### The metal 2 layer

Cells faint in the background.
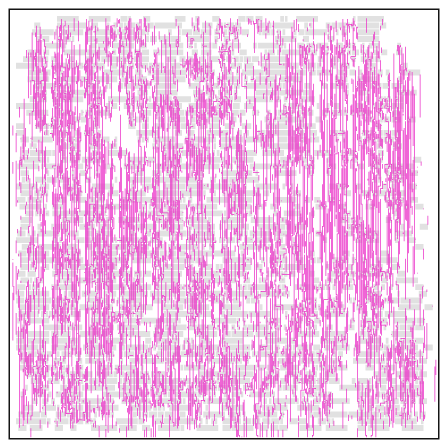
### Signal wires by layer

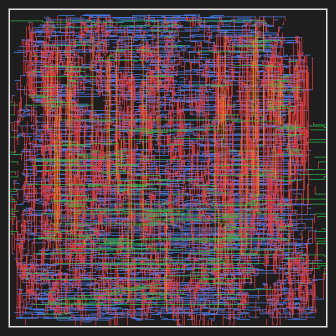
### Clock wires, drivers and flops

Scale bar: 50 µm.
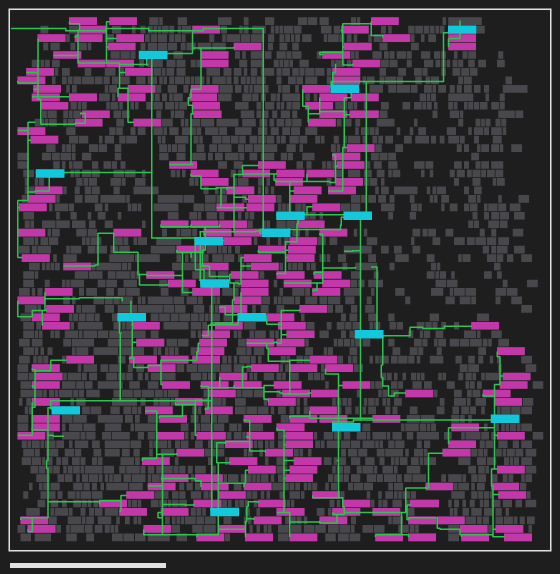
### Metal 3

Scale bar: 50 µm. Cells faint in the background.
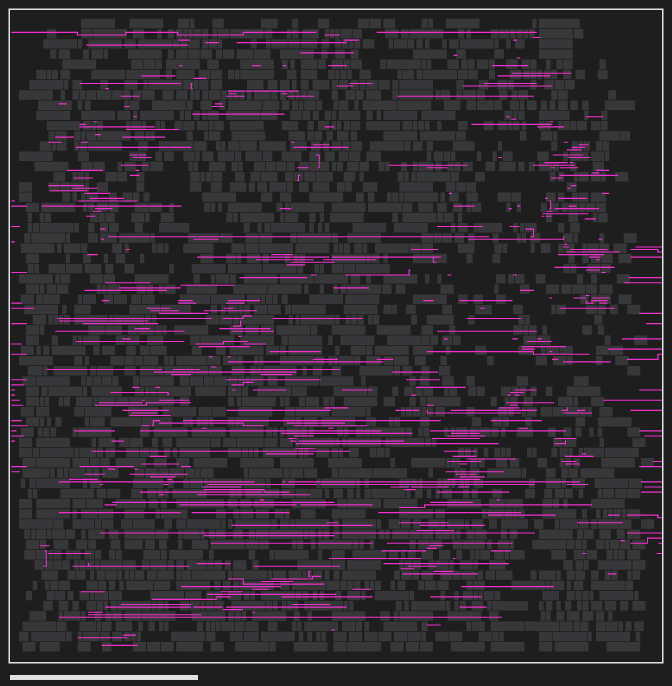
==> config.mk <==
export PLATFORM = sky130hd
export DESIGN_NAME = fp_accumulator
export DESIGN_NICKNAME = d
export VERILOG_FILES = /design/src/rtl/fp_accumulator.sv
export SDC_FILE = /design/constraint.sdc
export NUM_CORES = 1
export LEC_CHECK = 0
export CORE_MARGIN = 2
export CORE_UTILIZATION = 55
export CTS_CLUSTER_DIAMETER = 80
export CTS_CLUSTER_SIZE = 24
export DETAILED_ROUTE_END_ITERATION = 6
export GPL_ROUTABILITY_DRIVEN = 1
export PLACE_DENSITY = 0.77
export SYNTH_ARGS = -nofsm -noshare
export SYNTH_HDL_FRONTEND = slang
export SYNTH_SLANG_ARGS = --single-unit
==> constraint.sdc <==
create_clock -name clk -period 4.1 [get_ports clk]
set_input_delay 0.82 -clock clk [delete_from_list [all_inputs] [get_ports clk]]
set_output_delay 0.82 -clock clk [all_outputs]
set_load 0.02 [all_outputs]
==> changes_impl.md <==
## Flow update

- Synth unique cells: around 89
- R2R setup slack: 0.14 ns
- Cell Area, Synth: about 16000 µm²
- Register area: 5580 µm²
- Top cell excl fill/tap: nand2_1
- Max-Cap Viols: 0
- Synthesized Nets: between 1.5k and 2k
- Logic cell area: 9620 µm²
- Ao+oa area frac: a little over a fifth
- Max-slew violations: 0
- Xor/xnor share: under 10%
- Mux area share: roughly 11%
- Die W: 174 µm
- Slowest Stage Delay on Critical Path: slightly below 0.5 ns
- Clk sinks: approximately 220
- Fmax: roughly 0.25 GHz
- Startpoint types: flop
- Chip Area: 30100 µm²
- Sum of negative setup slack: 0 ns
- Hold Buf Count CTS: 0
- Dpl cells: 2319
- Layout cells sized above 1: between 10 and 15%
- Clk buf depth: 3
- Post-synth EDFFs: 0
- CP Max Fanout: 26
- Placed inst area: between 15000 and 20000 µm²
- Global-route wire length before repair: about 84 mm
- Largest net degree at the start of global routing: around 110
- Hold Path Class: primary input to async pin
- GRT overflow: 0
- Clk_skew: about 0.035 ns
- Final HPWL DP: approximately 42 mm
- Final setup vio count: 0
- Fill cells: 2430
- Layout net count: a little over 2k
- Outcome: completed
- H-tree depth: 1
- Remaining DRCs: 0
Notes on 'The metal 2 layer' above:
share of all routed wire	44%
nets with wire on the layer	1733
main direction	vertical
wire length on this layer	24.3 mm
total number of vias: 15.2k
Routed WL: 54.8 mm

Notes on 'Signal wires by layer' above:
layer	colour	wire length
met3	green	4880 µm
met2	red	24.3 mm
met4	orange	2550 µm
met1	blue	23.0 mm
Tot GR Track Use: 36.0%
wire per inst: 23.3 µm

Notes on 'Clock wires, drivers and flops' above:
[cells driving clock nets] cyan | count: 16
[clock wires] green | length: 2830 µm
[flip-flops] magenta | count: 223
routed clock nets	17
flops lie	widely spread
clk latency late pin: 0.52 ns

Notes on 'Metal 3' above:
share of all routed wire	8.9%
main direction	horizontal
longest straight run	118 µm
wire length on this layer	4880 µm
nets with wire on the layer	321
met3 usage: 6.80%

## cells by family after synthesis
kind of cell    after synthesis
simple gates                600
compound gates              541
flops                       223
buf+inv                     191
mux                         139
fa+ha+maj                    76
xor+xnor                     60
## synthesized netlist by cell type, types with 17 or more instances
cell type	instances	area (µm²)
o211ai_1	20	150
clkbuf_1	91	342
inv_1	67	251
nor3_1	30	150
ha_1	72	901
dfrtp_1	223	5580
nor4_1	17	106
mux4_2	23	518
nor2b_1	19	119
a22oi_1	17	128
mux2i_1	95	951
nor2_1	106	398
buf_2	18	90.1
a21o_1	34	255
nand2_1	275	1030
a21oi_1	101	505
nand3_1	49	245
xor2_1	31	272
o21ai_0	197	986
xnor2_1	27	236
mux2_2	20	225
## repair_timing
item | in CTS | in global routing
gates resized | 0 | 30
setup buffers | 0 | 2
setup endpoints to repair | 0 | 65
## cell type report
type | instances | share of cell area, %
clock buffers | 19 | 2.40
flip-flops and latches | 223 | 30.3
clock inverters | 8 | 0.603
repair buffers | 228 | 10.6
multi-input cells | 1416 | 52.1
well taps | 384 | 2.60
inverters | 70 | 1.42
## metrics by stage
stage / setup slack, ns / util [%]
2_1_floorplan: 0.00533 / -
3_3_place_gp: 0.0705 / 62.3
3_5_place_dp: 0.0163 / 62.3
4_1_cts: 0.00303 / 64.2
5_1_grt: -0.00178 / 64.7
6_report: 0.143 / 64.7
## routing by layer
metal	part of all wire, %	wire length [µm]	vias up
li1	-	-	6888
met1	42	23000	7362
met2	44	24300	796
met3	8.9	4880	122
met4	4.7	2550	0
met5	0	0	-
